==> src/rtl/exe_mem_stage_param_if.sv <==
// EXE->MEM pipeline boundary: EXE-side instruction fields, pipeline control,
// and the registered MEM-side fields. master = EXE stage / hazard unit, slave = the register.
interface exe_mem_stage_param_if #(
  parameter int DATA_W = 32,
  parameter int RN_W   = 5
);
  logic              stall;
  logic              flush;
  logic              exe_valid;
  logic              exe_wreg;
  logic              exe_m2reg;
  logic              exe_wmem;
  logic [DATA_W-1:0] exe_alu;
  logic [DATA_W-1:0] exe_b;
  logic [RN_W-1:0]   exe_rn;
  logic              exe_z;
  logic              exe_n;
  logic              exe_wz;
  logic [2:0]        exe_br_op;
  logic [DATA_W-1:0] exe_btarget;

  logic              mem_valid;
  logic              mem_wreg;
  logic              mem_m2reg;
  logic              mem_wmem;
  logic              mem_branch;
  logic [DATA_W-1:0] mem_alu;
  logic [DATA_W-1:0] mem_b;
  logic [DATA_W-1:0] mem_btarget;
  logic [RN_W-1:0]   mem_rn;
  logic              mem_z;
  logic              mem_n;

  modport master (
    output stall, flush, exe_valid, exe_wreg, exe_m2reg, exe_wmem, exe_alu, exe_b,
           exe_rn, exe_z, exe_n, exe_wz, exe_br_op, exe_btarget,
    input  mem_valid, mem_wreg, mem_m2reg, mem_wmem, mem_branch, mem_alu, mem_b,
           mem_btarget, mem_rn, mem_z, mem_n
  );

  modport slave (
    input  stall, flush, exe_valid, exe_wreg, exe_m2reg, exe_wmem, exe_alu, exe_b,
           exe_rn, exe_z, exe_n, exe_wz, exe_br_op, exe_btarget,
    output mem_valid, mem_wreg, mem_m2reg, mem_wmem, mem_branch, mem_alu, mem_b,
           mem_btarget, mem_rn, mem_z, mem_n
  );
endinterface

==> src/rtl/exe_mem_stage_param.sv <==
// EXE/MEM pipeline register with branch resolution and the architectural Z/N flag register.
// Priority per edge: reset > flush > stall > load; every output comes straight from a flop.
module exe_mem_stage_param #(
  parameter int DATA_W = 32,
  parameter int RN_W   = 5
) (
  input logic                  clk,
  input logic                  clrn,
  exe_mem_stage_param_if.slave bus
);
  localparam logic [2:0] BR_BEQ  = 3'b001;
  localparam logic [2:0] BR_BNE  = 3'b010;
  localparam logic [2:0] BR_BLTZ = 3'b011;
  localparam logic [2:0] BR_BGEZ = 3'b100;
  localparam logic [2:0] BR_JUMP = 3'b101;

  logic              valid_q, wreg_q, m2reg_q, wmem_q, branch_q;
  logic [DATA_W-1:0] alu_q, b_q, btarget_q;
  logic [RN_W-1:0]   rn_q;
  logic              z_q, n_q;
  logic              ez, en, br_cond;

  // A flag-writing instruction in EXE resolves its own branch against its new flags.
  assign ez = bus.exe_wz ? bus.exe_z : z_q;
  assign en = bus.exe_wz ? bus.exe_n : n_q;

  always_comb begin
    br_cond = 1'b0;
    case (bus.exe_br_op)
      BR_BEQ:  br_cond = ez;
      BR_BNE:  br_cond = ~ez;
      BR_BLTZ: br_cond = en;
      BR_BGEZ: br_cond = ~en;
      BR_JUMP: br_cond = 1'b1;
      default: br_cond = 1'b0;
    endcase
  end

  always_ff @(posedge clk) begin
    if (!clrn) begin
      valid_q   <= 1'b0;
      wreg_q    <= 1'b0;
      m2reg_q   <= 1'b0;
      wmem_q    <= 1'b0;
      branch_q  <= 1'b0;
      alu_q     <= '0;
      b_q       <= '0;
      btarget_q <= '0;
      rn_q      <= '0;
      z_q       <= 1'b0;
      n_q       <= 1'b0;
    end else if (bus.flush) begin
      // Bubble: kill controls only; data and flags keep their values.
      valid_q  <= 1'b0;
      wreg_q   <= 1'b0;
      m2reg_q  <= 1'b0;
      wmem_q   <= 1'b0;
      branch_q <= 1'b0;
    end else if (!bus.stall) begin
      valid_q   <= bus.exe_valid;
      wreg_q    <= bus.exe_valid & bus.exe_wreg;
      m2reg_q   <= bus.exe_valid & bus.exe_m2reg;
      wmem_q    <= bus.exe_valid & bus.exe_wmem;
      branch_q  <= bus.exe_valid & br_cond;
      alu_q     <= bus.exe_alu;
      b_q       <= bus.exe_b;
      btarget_q <= bus.exe_btarget;
      rn_q      <= bus.exe_rn;
      if (bus.exe_valid && bus.exe_wz) begin
        z_q <= bus.exe_z;
        n_q <= bus.exe_n;
      end
    end
  end

  assign bus.mem_valid   = valid_q;
  assign bus.mem_wreg    = wreg_q;
  assign bus.mem_m2reg   = m2reg_q;
  assign bus.mem_wmem    = wmem_q;
  assign bus.mem_branch  = branch_q;
  assign bus.mem_alu     = alu_q;
  assign bus.mem_b       = b_q;
  assign bus.mem_btarget = btarget_q;
  assign bus.mem_rn      = rn_q;
  assign bus.mem_z       = z_q;
  assign bus.mem_n       = n_q;
endmodule

==> src/flat_wrapper.sv <==
// flat-port wrapper written by rule: the top's interface ports become plain ports
module exe_mem_stage_param_flat 
#(
  parameter int DATA_W = 32,
  parameter int RN_W   = 5
)
  (clk, clrn, bus_stall, bus_flush, bus_exe_valid, bus_exe_wreg, bus_exe_m2reg, bus_exe_wmem, bus_exe_alu, bus_exe_b, bus_exe_rn, bus_exe_z, bus_exe_n, bus_exe_wz, bus_exe_br_op, bus_exe_btarget, bus_mem_valid, bus_mem_wreg, bus_mem_m2reg, bus_mem_wmem, bus_mem_branch, bus_mem_alu, bus_mem_b, bus_mem_btarget, bus_mem_rn, bus_mem_z, bus_mem_n);
  exe_mem_stage_param_if #(.DATA_W(DATA_W), .RN_W(RN_W)) bus_i ();
  input logic clk;
  input logic clrn;
  input wire logic [$bits(bus_i.stall)-1:0] bus_stall;
  input wire logic [$bits(bus_i.flush)-1:0] bus_flush;
  input wire logic [$bits(bus_i.exe_valid)-1:0] bus_exe_valid;
  input wire logic [$bits(bus_i.exe_wreg)-1:0] bus_exe_wreg;
  input wire logic [$bits(bus_i.exe_m2reg)-1:0] bus_exe_m2reg;
  input wire logic [$bits(bus_i.exe_wmem)-1:0] bus_exe_wmem;
  input wire logic [$bits(bus_i.exe_alu)-1:0] bus_exe_alu;
  input wire logic [$bits(bus_i.exe_b)-1:0] bus_exe_b;
  input wire logic [$bits(bus_i.exe_rn)-1:0] bus_exe_rn;
  input wire logic [$bits(bus_i.exe_z)-1:0] bus_exe_z;
  input wire logic [$bits(bus_i.exe_n)-1:0] bus_exe_n;
  input wire logic [$bits(bus_i.exe_wz)-1:0] bus_exe_wz;
  input wire logic [$bits(bus_i.exe_br_op)-1:0] bus_exe_br_op;
  input wire logic [$bits(bus_i.exe_btarget)-1:0] bus_exe_btarget;
  output wire logic [$bits(bus_i.mem_valid)-1:0] bus_mem_valid;
  output wire logic [$bits(bus_i.mem_wreg)-1:0] bus_mem_wreg;
  output wire logic [$bits(bus_i.mem_m2reg)-1:0] bus_mem_m2reg;
  output wire logic [$bits(bus_i.mem_wmem)-1:0] bus_mem_wmem;
  output wire logic [$bits(bus_i.mem_branch)-1:0] bus_mem_branch;
  output wire logic [$bits(bus_i.mem_alu)-1:0] bus_mem_alu;
  output wire logic [$bits(bus_i.mem_b)-1:0] bus_mem_b;
  output wire logic [$bits(bus_i.mem_btarget)-1:0] bus_mem_btarget;
  output wire logic [$bits(bus_i.mem_rn)-1:0] bus_mem_rn;
  output wire logic [$bits(bus_i.mem_z)-1:0] bus_mem_z;
  output wire logic [$bits(bus_i.mem_n)-1:0] bus_mem_n;
  assign bus_i.stall = bus_stall;
  assign bus_i.flush = bus_flush;
  assign bus_i.exe_valid = bus_exe_valid;
  assign bus_i.exe_wreg = bus_exe_wreg;
  assign bus_i.exe_m2reg = bus_exe_m2reg;
  assign bus_i.exe_wmem = bus_exe_wmem;
  assign bus_i.exe_alu = bus_exe_alu;
  assign bus_i.exe_b = bus_exe_b;
  assign bus_i.exe_rn = bus_exe_rn;
  assign bus_i.exe_z = bus_exe_z;
  assign bus_i.exe_n = bus_exe_n;
  assign bus_i.exe_wz = bus_exe_wz;
  assign bus_i.exe_br_op = bus_exe_br_op;
  assign bus_i.exe_btarget = bus_exe_btarget;
  assign bus_mem_valid = bus_i.mem_valid;
  assign bus_mem_wreg = bus_i.mem_wreg;
  assign bus_mem_m2reg = bus_i.mem_m2reg;
  assign bus_mem_wmem = bus_i.mem_wmem;
  assign bus_mem_branch = bus_i.mem_branch;
  assign bus_mem_alu = bus_i.mem_alu;
  assign bus_mem_b = bus_i.mem_b;
  assign bus_mem_btarget = bus_i.mem_btarget;
  assign bus_mem_rn = bus_i.mem_rn;
  assign bus_mem_z = bus_i.mem_z;
  assign bus_mem_n = bus_i.mem_n;
  exe_mem_stage_param #(.DATA_W(DATA_W), .RN_W(RN_W)) u_core (.clk(clk), .clrn(clrn), .bus(bus_i));
endmodule
==> config.mk <==
export PLATFORM = sky130hd
export DESIGN_NAME = exe_mem_stage_param_flat
export DESIGN_NICKNAME = d
export VERILOG_FILES = /design/src/rtl/exe_mem_stage_param_if.sv /design/src/rtl/exe_mem_stage_param.sv /design/src/flat_wrapper.sv
export SDC_FILE = /design/constraint.sdc
export NUM_CORES = 1
export LEC_CHECK = 0
export CAP_MARGIN = 15
export CORE_ASPECT_RATIO = 0.8
export CORE_MARGIN = 2
export CORE_UTILIZATION = 36
export CTS_BUF_LIST = sky130_fd_sc_hd__clkbuf_8
export DETAILED_ROUTE_END_ITERATION = 12
export PLACE_DENSITY_LB_ADDON = 0.1
export REMOVE_ABC_BUFFERS = 1
export SYNTH_ARGS = -nofsm -noshare
export SYNTH_HDL_FRONTEND = slang
export SYNTH_SLANG_ARGS = --single-unit
==> constraint.sdc <==
create_clock -name clk -period 1.4 [get_ports clk]
set_clock_uncertainty 0.2 [all_clocks]
set_input_delay 0.28 -clock clk [delete_from_list [all_inputs] [get_ports clk]]
set_output_delay 0.28 -clock clk [all_outputs]
set_load 0.005 [all_outputs]
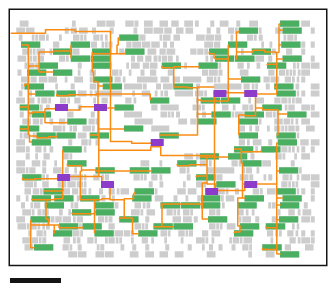
Figure 1: run 1, clock network drawn from the DEF.
Scale bar: 20 um.
green -> flip-flops  # count 108
orange -> clock wires  # length 1,240 um
purple -> cells driving clock nets  # count 9
flops lie = all over the die
routed clock nets = 10

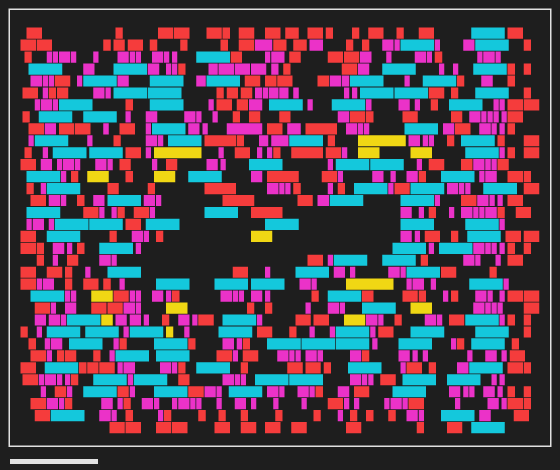
Figure 2: run 1, placed cells, one color a class.
Scale bar: 20 um.
yellow -> clock drivers and dummy loads  # cells 14, share of their area 3.6%
cyan -> flip-flops  # cells 108, share of their area 37%
red -> other buffers and delay cells  # cells 253, share of their area 32%
magenta -> all other logic  # cells 331, share of their area 28%

==> reports/metrics.yaml, run 1 <==
layout:
  final_util: 0.587
  nets: 818
  sh_comb_area: 0.268
  instances_no_fill: 850
  flop_area_mm2: 0.00230
  post-route-cell-area_mm2: 0.00642
  logic_area_mm2: 0.00172
  sh_seq_area: 0.358
  buffers: 253
  dominant_cells: "sequential cells"
  drive_gt1_frac: 0.378
  synthToLayoutAreaGrowth_pct: 57.7
  filler_cell_count: 1017
  clk_share: 0.0353
  final.clkbuf_count: 9
  logic_gate_count: 331
synth:
  yosys_area_mm2: 0.00407
  adder_share: 0
  yosys-stat-cells: 472
  ys_seq_frac: 0.531
  yosys.area.top_type: "dfxtp_1"
  ys_sh_simple: 0.210
  yosys.area_share.aoi: 0.197
  topCombFamilyByArea: "simple AND/OR/NAND/NOR gates"
  xor_share: 0
  mux_area_frac: 0.00983
  yosys_warnings: 0
  syn_area_mm2: 0.00407
floorplan:
  ioPinCount: 223
  core-area_mm2: 0.0109
  die_height_um: 99.1
  std_cell_rows: 34
  initCoreUtil: 0.372
  taps: 144
  die_w_um: 123
critical_path:
  worstSetupStartpointType: "register"
  crit_slowest_cell: "or3b_4"
  critPathKind: "register to register"
  cp_num_buf_inv: 1
  end_kind: "register"
  critical-path-top-delay-family: "simple AND/OR/NAND/NOR gates"
  worstPathArrival_ps: 1390
power:
  power_leakage_nw: 2.76
  power_density_mw_per_mm2: 999
  ir_drop_uv: 863
sta:
  setup_tns_ps: 0
  min_period_ps: 1340
  report.final.slew_viol_count: 0
  finalSetupViolCount: 0
  setup_ws_ps: 59.5
  min_period_over_period: 0.958
detailed_routing:
  wl_met2_um: 5790
  vias: 3908
  ant_nets: 0
  avgViaCountPerCell: 4.60
  met1Wirelength_um: 4930
  drt_iter0_drc: 147
  maxUsedRoutingLayer: "met4"
  drc_errors: 0
clocking:
  cts-htree-levels: 3
  clockBufferDepth: 2
  root_buffer: "clkbuf_8"
  cts.sinks: 108
  tritoncts: "done"
  clk_pin_slew_ps: 90
job:
  maxCapViolations: 0
global_routing:
  grt_util_all_layers: 0.197
  busiest_layer: "met2"
  grt_util_met1: 0.225
  use_met3: 0.0849
  overflow: 0
  grt_pass1_vias: 3829
  grt_pass1_wl_um: 18900
outcome:
  status: "finished clean"
placed_design:
  post-dp-hpwl_um: 8640
  numPortBuffers: 222
  gp_congestion: 0.865
  placed_cell_area_mm2: 0.00648
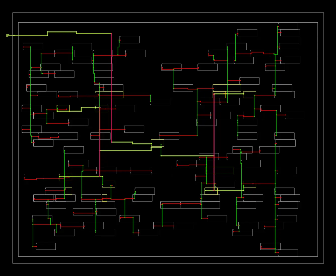
Figure 3: run 1, clock routing.
Clk. pwr: 2.17 mW
Late-Pin Clk Latency: 360 ps
number of buffers created by CTS: 9

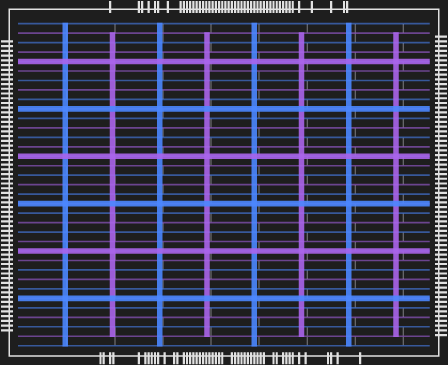
Figure 4: run 1, floorplan with the power grid.
Pins as bars on the die edge. Tap cells in gray.
blue -> VSS
purple -> VDD
met1 rails = 35
met5 straps = 6
signal pins = 223

-- run 1: final timing paths --
check | end | slack, ps | cells after the start
worst max-delay path | u_core.bus.mem_branch | 60 | 5
worst min-delay path | u_core.bus.mem_branch | 200 | 4
worst max register to register | u_core.bus.mem_branch | 60 | 5
worst min register to register | u_core.bus.mem_alu[20] | 250 | 2
-- run 1: cells in the mapped netlist --
master / instances
a22oi_1: 3
nand2b_1: 1
a211o_1: 1
o22ai_1: 1
nand2_1: 204
nor2_1: 6
nand4_1: 1
nor2b_1: 2
nor2b_2: 1
nor3_1: 1
buf_2: 11
a21oi_1: 1
a21boi_0: 11
a21boi_1: 90
or2_1: 1
buf_6: 10
mux2i_1: 4
or3b_2: 1
and3b_1: 1
dfxtp_1: 108
nand3_1: 1
clkbuf_1: 12
-- run 1: sequential cells by signal, summed over array words and instances (netlist names) --
register / flops
u_core.bus.mem_wreg: 1
u_core.bus.mem_m2reg: 1
u_core.bus.mem_z: 1
u_core.bus.mem_alu: 32
u_core.bus.mem_wmem: 1
u_core.bus.mem_rn: 5
u_core.bus.mem_btarget: 32
u_core.bus.mem_n: 1
u_core.bus.mem_valid: 1
u_core.bus.mem_b: 32
u_core.bus.mem_branch: 1
-- run 1: timing repair --
| action | CTS | global route |
|---|---|---|
| pin swaps | 0 | 1 |
| endpoints found under the setup margin | 204 | 56 |
| gates resized | 451 | 57 |
| endpoints found under the hold margin | 0 | 0 |
| buffers inserted | 8 | 6 |
-- run 1: report_power, final --
group | total, mW | switching (mW) | internal (mW)
clock | 2.17 | 0.999 | 1.17
combinational | 0.948 | 0.375 | 0.573
sequential | 3.30 | 0.0653 | 3.23
Figure 5. Logic cells by family (run 1).
Scale bar: 20 um.
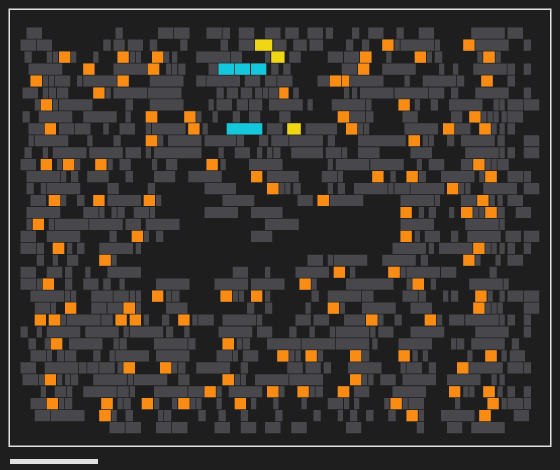

==> run 2, diff against run 1 <==
--- a/config.mk
+++ b/config.mk
@@ -13,6 +13,8 @@
 export DETAILED_ROUTE_END_ITERATION = 12
 export PLACE_DENSITY_LB_ADDON = 0.1
 export REMOVE_ABC_BUFFERS = 1
+export SKIP_LAST_GASP = 1
+export SLEW_MARGIN = 30
 export SYNTH_ARGS = -nofsm -noshare
 export SYNTH_HDL_FRONTEND = slang
 export SYNTH_SLANG_ARGS = --single-unit
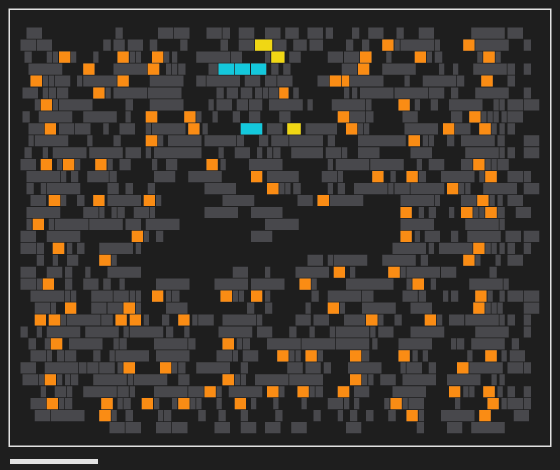
Figure 6: run 2, logic cells by family.
Scale bar: 20 um.
cyan -> multiplexers  # cells 4, most used mux2i_1, where top middle
orange -> inverting AOI/OAI gates  # cells 106, most used a21boi_1, where all over the die
yellow -> AND and OR gates  # cells 3

==> run 2 against run 1 <==
  * Worst hold slack improved by 0.71 ps
  * Register-to-register slack got worse by 20 ps
  * Cell count did not move
  * Synthesized area did not move
  * Maximum frequency fell by 1.6%
  * Largest cell class unchanged
  * Count of clock-buffer cells in the layout did not move
==> reports/metrics.yaml, run 2 <==
synth:
  flop_cell: "dfxtp_1"
  yosys.area_share.aoi: 0.197  # unchanged
  yosys_area_mm2: 0.00407  # unchanged
  ys_sh_simple: 0.210  # unchanged
  ys_seq_frac: 0.531  # unchanged
  most_common_cell: "nand2_1"
  mux_area_frac: 0.00983  # unchanged
  yosys-stat-cells: 472  # unchanged
  synth-edff-count: 0  # unchanged
  yosys_warnings: 0  # unchanged
  syn_area_mm2: 0.00407  # unchanged
  synthTopCellsByCount: "nand2_1, dfxtp_1, a21boi_1, clkbuf_1"
  synth_area_per_cell_um2: 8.63
  top_cells_by_area: "dfxtp_1, nand2_1, a21boi_1"
  async_flop_share: 0  # unchanged
  yosys.area.top_type: "dfxtp_1"
  xor_share: 0  # unchanged
  adder_share: 0  # unchanged
  topCombFamilyByArea: "simple AND/OR/NAND/NOR gates"
clocking:
  cts_buffers: 9  # unchanged
  cts-htree-levels: 3  # unchanged
  clk_pin_slew_ps: 90  # about the same
  post_cts_buffers: 8  # unchanged
  tritoncts: "done"
  holdBufCountCts: 0
  clockBufferDepth: 2  # unchanged
  cts.sinks: 108  # unchanged
  root_buffer: "clkbuf_8"
  cts_resized: 450  # -0.22%
outcome:
  status: "finished clean"
sta:
  whs_ps: 197
  relSlewSlack: 0.823
  finalSetupViolCount: 0  # unchanged
  tightest_slew_ps: 266
  min_period_over_period: 0.973  # +0.0159
  finalHoldViolCount: 0
  rsz0062_at_grt: "yes"
  report.final.slew_viol_count: 0  # unchanged
  max_freq_ghz: 0.734
  min_period_ps: 1360  # +22.3 ps
detailed_routing:
  avgViaCountPerCell: 4.60  # +0.13%
  drc_errors: 0  # unchanged
  drt_iter0_drc: 143  # -2.7%
  met1Wirelength_um: 4940  # +0.22%
  ant_nets: 0  # unchanged
  vias: 3913  # +0.13%
  maxUsedRoutingLayer: "met4"
  firstDrtPassIters: 4
  wl_um: 12100
  wl_met2_um: 5770  # -0.38%
floorplan:
  initCoreUtil: 0.372  # unchanged
  die_w_um: 123  # unchanged
  core-area_mm2: 0.0109  # unchanged
  chipArea_mm2: 0.0122
  ioPinCount: 223  # unchanged
  die_height_um: 99.1  # unchanged
  std_cell_rows: 34  # unchanged
global_routing:
  grt_util_all_layers: 0.196  # -0.000363
  grt_max_degree: 62
  grt_pass1_vias: 3830  # +0.026%
  overflow: 0  # unchanged
  antenna_found_initial: 0
  grt_pass1_wl_um: 18800  # -0.14%
layout:
  drive_gt1_frac: 0.378  # unchanged
  synthToLayoutAreaGrowth_pct: 57.4
  n_antenna_cell: 0
  nets: 818  # unchanged
  final_common_cell: "nand2_1"
power:
  power_mw: 6.40
  ir_drop_uv: 858  # -0.53%
  power_density_mw_per_mm2: 999  # about the same
  power_leakage_nw: 2.76  # about the same
critical_path:
  r2r.worst_path.cells: 5  # unchanged
  worstPathArrival_ps: 1410  # +20 ps
  critical-path-top-delay-family: "simple AND/OR/NAND/NOR gates"
  worstSetupStartpointType: "register"
  crit_slowest_cell: "or3b_4"
  end_kind: "register"
  cp_num_buf_inv: 1  # unchanged
  crit_fanout: 2
  cp_cell_sequence: "buf_4 > mux2i_1 > or3b_4 > nand4_1 > o22ai_1"
  crit_required_ps: 1450
  critPathKind: "register to register"
  r2r-end: "u_core.bus.mem_branch"
  reg2reg_slack_ps: 40  # -20 ps
job:
  maxCapViolations: 0  # unchanged
placed_design:
  post-dp-hpwl_um: 8640  # unchanged
  gp_congestion: 0.865  # unchanged
  numPortBuffers: 222  # unchanged
hold_path:
  holdPathEnd: "u_core.bus.mem_branch"
  worstHoldPathCells: 4  # unchanged
  hold_class: "primary input to register"
  worstHoldStart: "clrn"
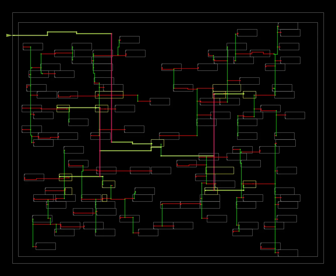
Figure 7: run 2, clock routing.
clkbuf count: 9
Late-Pin Clk Latency: 350 ps
num sequential: 108
Clk. pwr: 2.16 mW

## run 2: cell counts after synthesis
No cell type changed its count.
## run 2: area by class of cell
type                            count  area, um^2
Multi-Input combinational cell    331        1710
Clock inverter                      5         103
Fill cell                        1016        4520
Sequential cell                   108        2300
Tap cell                          144         180
Timing Repair Buffer              253        1990
Clock buffer                        9         124
## run 2: metrics by stage
stage	worst slack, ps	setup TNS, ps	cell area, um^2	std cells	util
CTS	-22.3	-22.3	6660	844	0.610
global route	-20.9	-20.9	6410	850	0.586
detailed placement	-480	-44710	6480	822	0.593
floorplan	-2490	-251710	3860	439	-
global placement	-448	-42520	6480	822	0.593
finish	37.2	0	6410	850	0.586
## run 2: how the worst max path moves through the flow
| stage | end | slack, ps | depth (start not counted) |
|---|---|---|---|
| after floorplan | u_core.bus.mem_alu[0] | -2490 | 3 |
| after global placement | u_core.bus.mem_branch | -450 | 5 |
| after detailed placement | u_core.bus.mem_btarget[23] | -480 | 5 |
| after CTS | bus_mem_rn[2] | -20 | 1 |
| after global routing | u_core.bus.mem_branch | -20 | 5 |
| final | u_core.bus.mem_branch | 40 | 5 |
## run 2: kinds of logic (layout without fill, tap and decap cells)
logic type | after synthesis | count (layout)
buf+inv | 33 | 267
compound gates | 107 | 107
simple gates | 220 | 220
flops | 108 | 108
mux | 4 | 4
## run 2: routing by layer
layer	GRT usage	vias up
met4	0.0477	0
li1	-	1975
met3	0.0854	12
met5	0	-
met1	0.225	1786
met2	0.335	140
## run 2: worst min-delay path: stages
cell      delay, ps
buf_2           160
nand2b_1        110
a211o_1         110
o22ai_1          60
## run 2: power breakdown
part	internal (mW)	switching (mW)	total, mW
clock network	1.17	0.996	2.16
registers	3.23	0.0652	3.30
logic	0.571	0.374	0.945
total	4.97	1.43	6.40
Figure 8. Clock network drawn from the DEF (run 2).
Scale bar: 20 um.
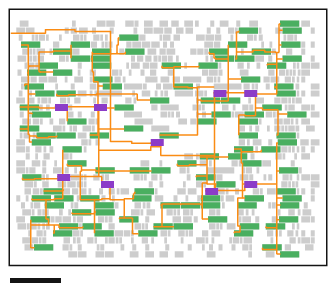

==> run 3, diff against run 2 <==
--- a/config.mk
+++ b/config.mk
@@ -13,6 +13,7 @@
 export DETAILED_ROUTE_END_ITERATION = 12
 export PLACE_DENSITY_LB_ADDON = 0.1
 export REMOVE_ABC_BUFFERS = 1
+export SKIP_CTS_REPAIR_TIMING = 1
 export SKIP_LAST_GASP = 1
 export SLEW_MARGIN = 30
 export SYNTH_ARGS = -nofsm -noshare
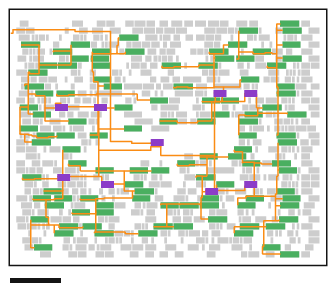
Figure 9: run 3, clock network drawn from the DEF.
Scale bar: 20 um.
purple -> cells driving clock nets  # count 9
green -> flip-flops  # count 108
orange -> clock wires  # length 1,240 um
flops lie = all over the die
routed clock nets = 10

==> run 3 against run 2 <==
  * Non-clock buffer count fell by 12
  * Wire length increased by 1.2%
  * Synthesized cell count unchanged
  * Clock power about the same
  * Critical path depth fell by 1
  * Utilization is 5.5 points higher
  * Maximum frequency increased by 0.51%
  * Register-to-register slack about the same
  * Cell count shrank 1.4%
  * Worst hold slack lost 160 ps
  * Sequential power hardly changed
  * Largest cell class is now buffers
==> reports/metrics.yaml, run 3 <==
power:
  ir_drop_uv: 803  # -6.4%
  power_mw: 6.46  # +0.88%
  power_leakage_nw: 4.25  # +54%
  power_density_mw_per_mm2: 922  # -7.7%
clocking:
  clk_latency_ps: 350  # about the same
  cts-htree-levels: 3  # unchanged
  cts.sinks: 108  # unchanged
  tritoncts: "done"
  cts_buffers: 9  # unchanged
  clk_pin_slew_ps: 90  # about the same
detailed_routing:
  drt_iter0_drc: 145  # +1.4%
  drc_errors: 0  # unchanged
  firstDrtPassIters: 4  # unchanged
  avgViaCountPerCell: 4.61  # +0.21%
  vias: 3866  # -1.2%
  ant_nets: 0  # unchanged
sta:
  tightest_slew_ps: 279  # +13.6 ps
  whs_ps: 40.8  # -157 ps
  report.final.slew_viol_count: 0  # unchanged
  max_freq_ghz: 0.738  # +0.51%
  setup_ws_ps: 44.1  # +6.94 ps
  min_period_ps: 1360  # -6.94 ps
  finalHoldViolCount: 0  # unchanged
  setup_tns_ps: 0  # unchanged
  finalSetupViolCount: 0  # unchanged
  relSlewSlack: 0.813  # -0.00935
  rsz0062_at_grt: "yes"
layout:
  final_util: 0.641  # +0.0547
  filler_cell_count: 931  # -8.4%
  n_antenna_cell: 0  # unchanged
  final_common_cell: "nand2_1"
  post-route-cell-area_mm2: 0.00701  # +9.3%
  logic_area_mm2: 0.00171  # -0.15%
  nets: 806  # -1.5%
  flop_area_mm2: 0.00222  # -3.2%
  instances_no_fill: 838  # -1.4%
  synthToLayoutAreaGrowth_pct: 72.1
global_routing:
  grt_util_all_layers: 0.191  # -0.00560
  grt_max_degree: 62  # unchanged
  grt_pass1_wl_um: 18200  # -3.2%
  overflow: 0  # unchanged
  antenna_found_initial: 0  # unchanged
  grt_pass1_vias: 3731  # -2.6%
critical_path:
  crit_required_ps: 1450  # about the same
  crit_fanout: 3  # +1
  critPathKind: "register to register"
  worstSetupStartpointType: "register"
  worstPathArrival_ps: 1410  # about the same
  end_kind: "register"
floorplan:
  die_height_um: 99.1  # unchanged
  initCoreUtil: 0.372  # unchanged
  ioPinCount: 223  # unchanged
  core-area_mm2: 0.0109  # unchanged
  die_w_um: 123  # unchanged
  chipArea_mm2: 0.0122  # unchanged
synth:
  most_common_cell: "nand2_1"
  ys_seq_frac: 0.531  # unchanged
  syn_area_mm2: 0.00407  # unchanged
  synthTopCellsByCount: "nand2_1, dfxtp_1, a21boi_1, clkbuf_1"
  async_flop_share: 0  # unchanged
  yosys-stat-cells: 472  # unchanged
  synth_area_per_cell_um2: 8.63  # unchanged
  yosys_area_mm2: 0.00407  # unchanged
  yosys_warnings: 0  # unchanged
  yosys.area.top_type: "dfxtp_1"
  top_cells_by_area: "dfxtp_1, nand2_1, a21boi_1"
  flop_cell: "dfxtp_1"
  synth-edff-count: 0  # unchanged
placed_design:
  post-dp-hpwl_um: 8640  # unchanged
  place_worst_setup_slack_ps: -480  # unchanged
  dp.cells: 822  # unchanged
  gp_congestion: 0.865  # unchanged
  placed_cell_area_mm2: 0.00648  # unchanged
outcome:
  status: "finished clean"
job:
  maxCapViolations: 0  # unchanged
hold_path:
  hold_class: "primary input to register"
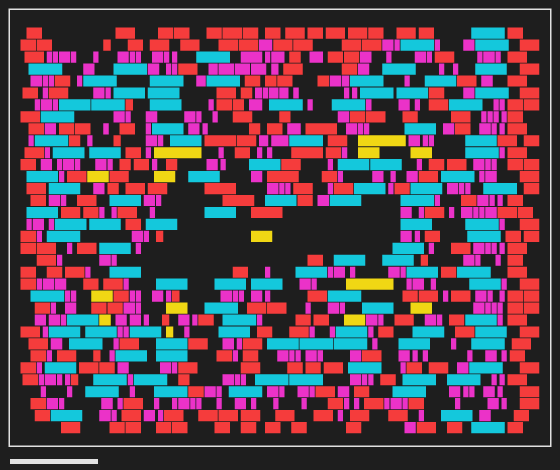
Figure 10: run 3, placed cells, one color a class.
Scale bar: 20 um.
yellow -> clock drivers and dummy loads  # cells 14, share of their area 3.3%
red -> other buffers and delay cells  # cells 241, share of their area 39%
magenta -> all other logic  # cells 331, share of their area 25%
cyan -> flip-flops  # cells 108, share of their area 33%

-- run 3: cell counts after synthesis --
No cell type changed its count.
-- run 3: worst max-delay path: stages, from the launching register on --
cell and delay [ps]:
dfxtp_2 340, mux2i_1 80, or3b_2 450, nand4_1 100, o22ai_1 70
-- run 3: final timing paths --
check,startpoint,end,slack (ps),cells past startpoint
setup / recovery,u_core.bus.mem_n,u_core.bus.mem_branch,40,4
hold / removal,bus_exe_n,u_core.bus.mem_n,40,3
setup reg to reg,u_core.bus.mem_n,u_core.bus.mem_branch,40,4
hold reg to reg,u_core.bus.mem_alu[20],u_core.bus.mem_alu[20],250,2
-- run 3: metal layers --
| metal | track usage | part of all wire |
|---|---|---|
| met1 | 0.219 | 0.40 |
| met2 | 0.320 | 0.48 |
| met3 | 0.0906 | 0.11 |
| met4 | 0.0451 | 0.012 |
| met5 | 0 | 0 |
-- run 3: final cells by class --
type,instances,share of cell area
clock buffers,9,0.0177
clock inverters,5,0.0146
multi-input cells,331,0.244
repair buffers,241,0.381
well taps,144,0.0257
flip-flops and latches,108,0.317
-- run 3: kinds of logic (layout without fill, tap and decap cells) --
family / after synthesis / after routing / share of synthesized area
muxes: 4 / 4 / 0.00983
AOI/OAI and AO/OA: 107 / 107 / 0.197
and+or+nand+nor: 220 / 220 / 0.210
DFF: 108 / 108 / 0.531
buffers and inverters: 33 / 255 / 0.0522
-- run 3: report_power, final --
| part | internal (mW) | switching (mW) |
|---|---|---|
| clock network | 1.17 | 1.00 |
| logic | 0.639 | 0.371 |
| registers | 3.22 | 0.0639 |
| total | 5.02 | 1.44 |
No activity file was given, so power comes from the tool's default toggle rates.
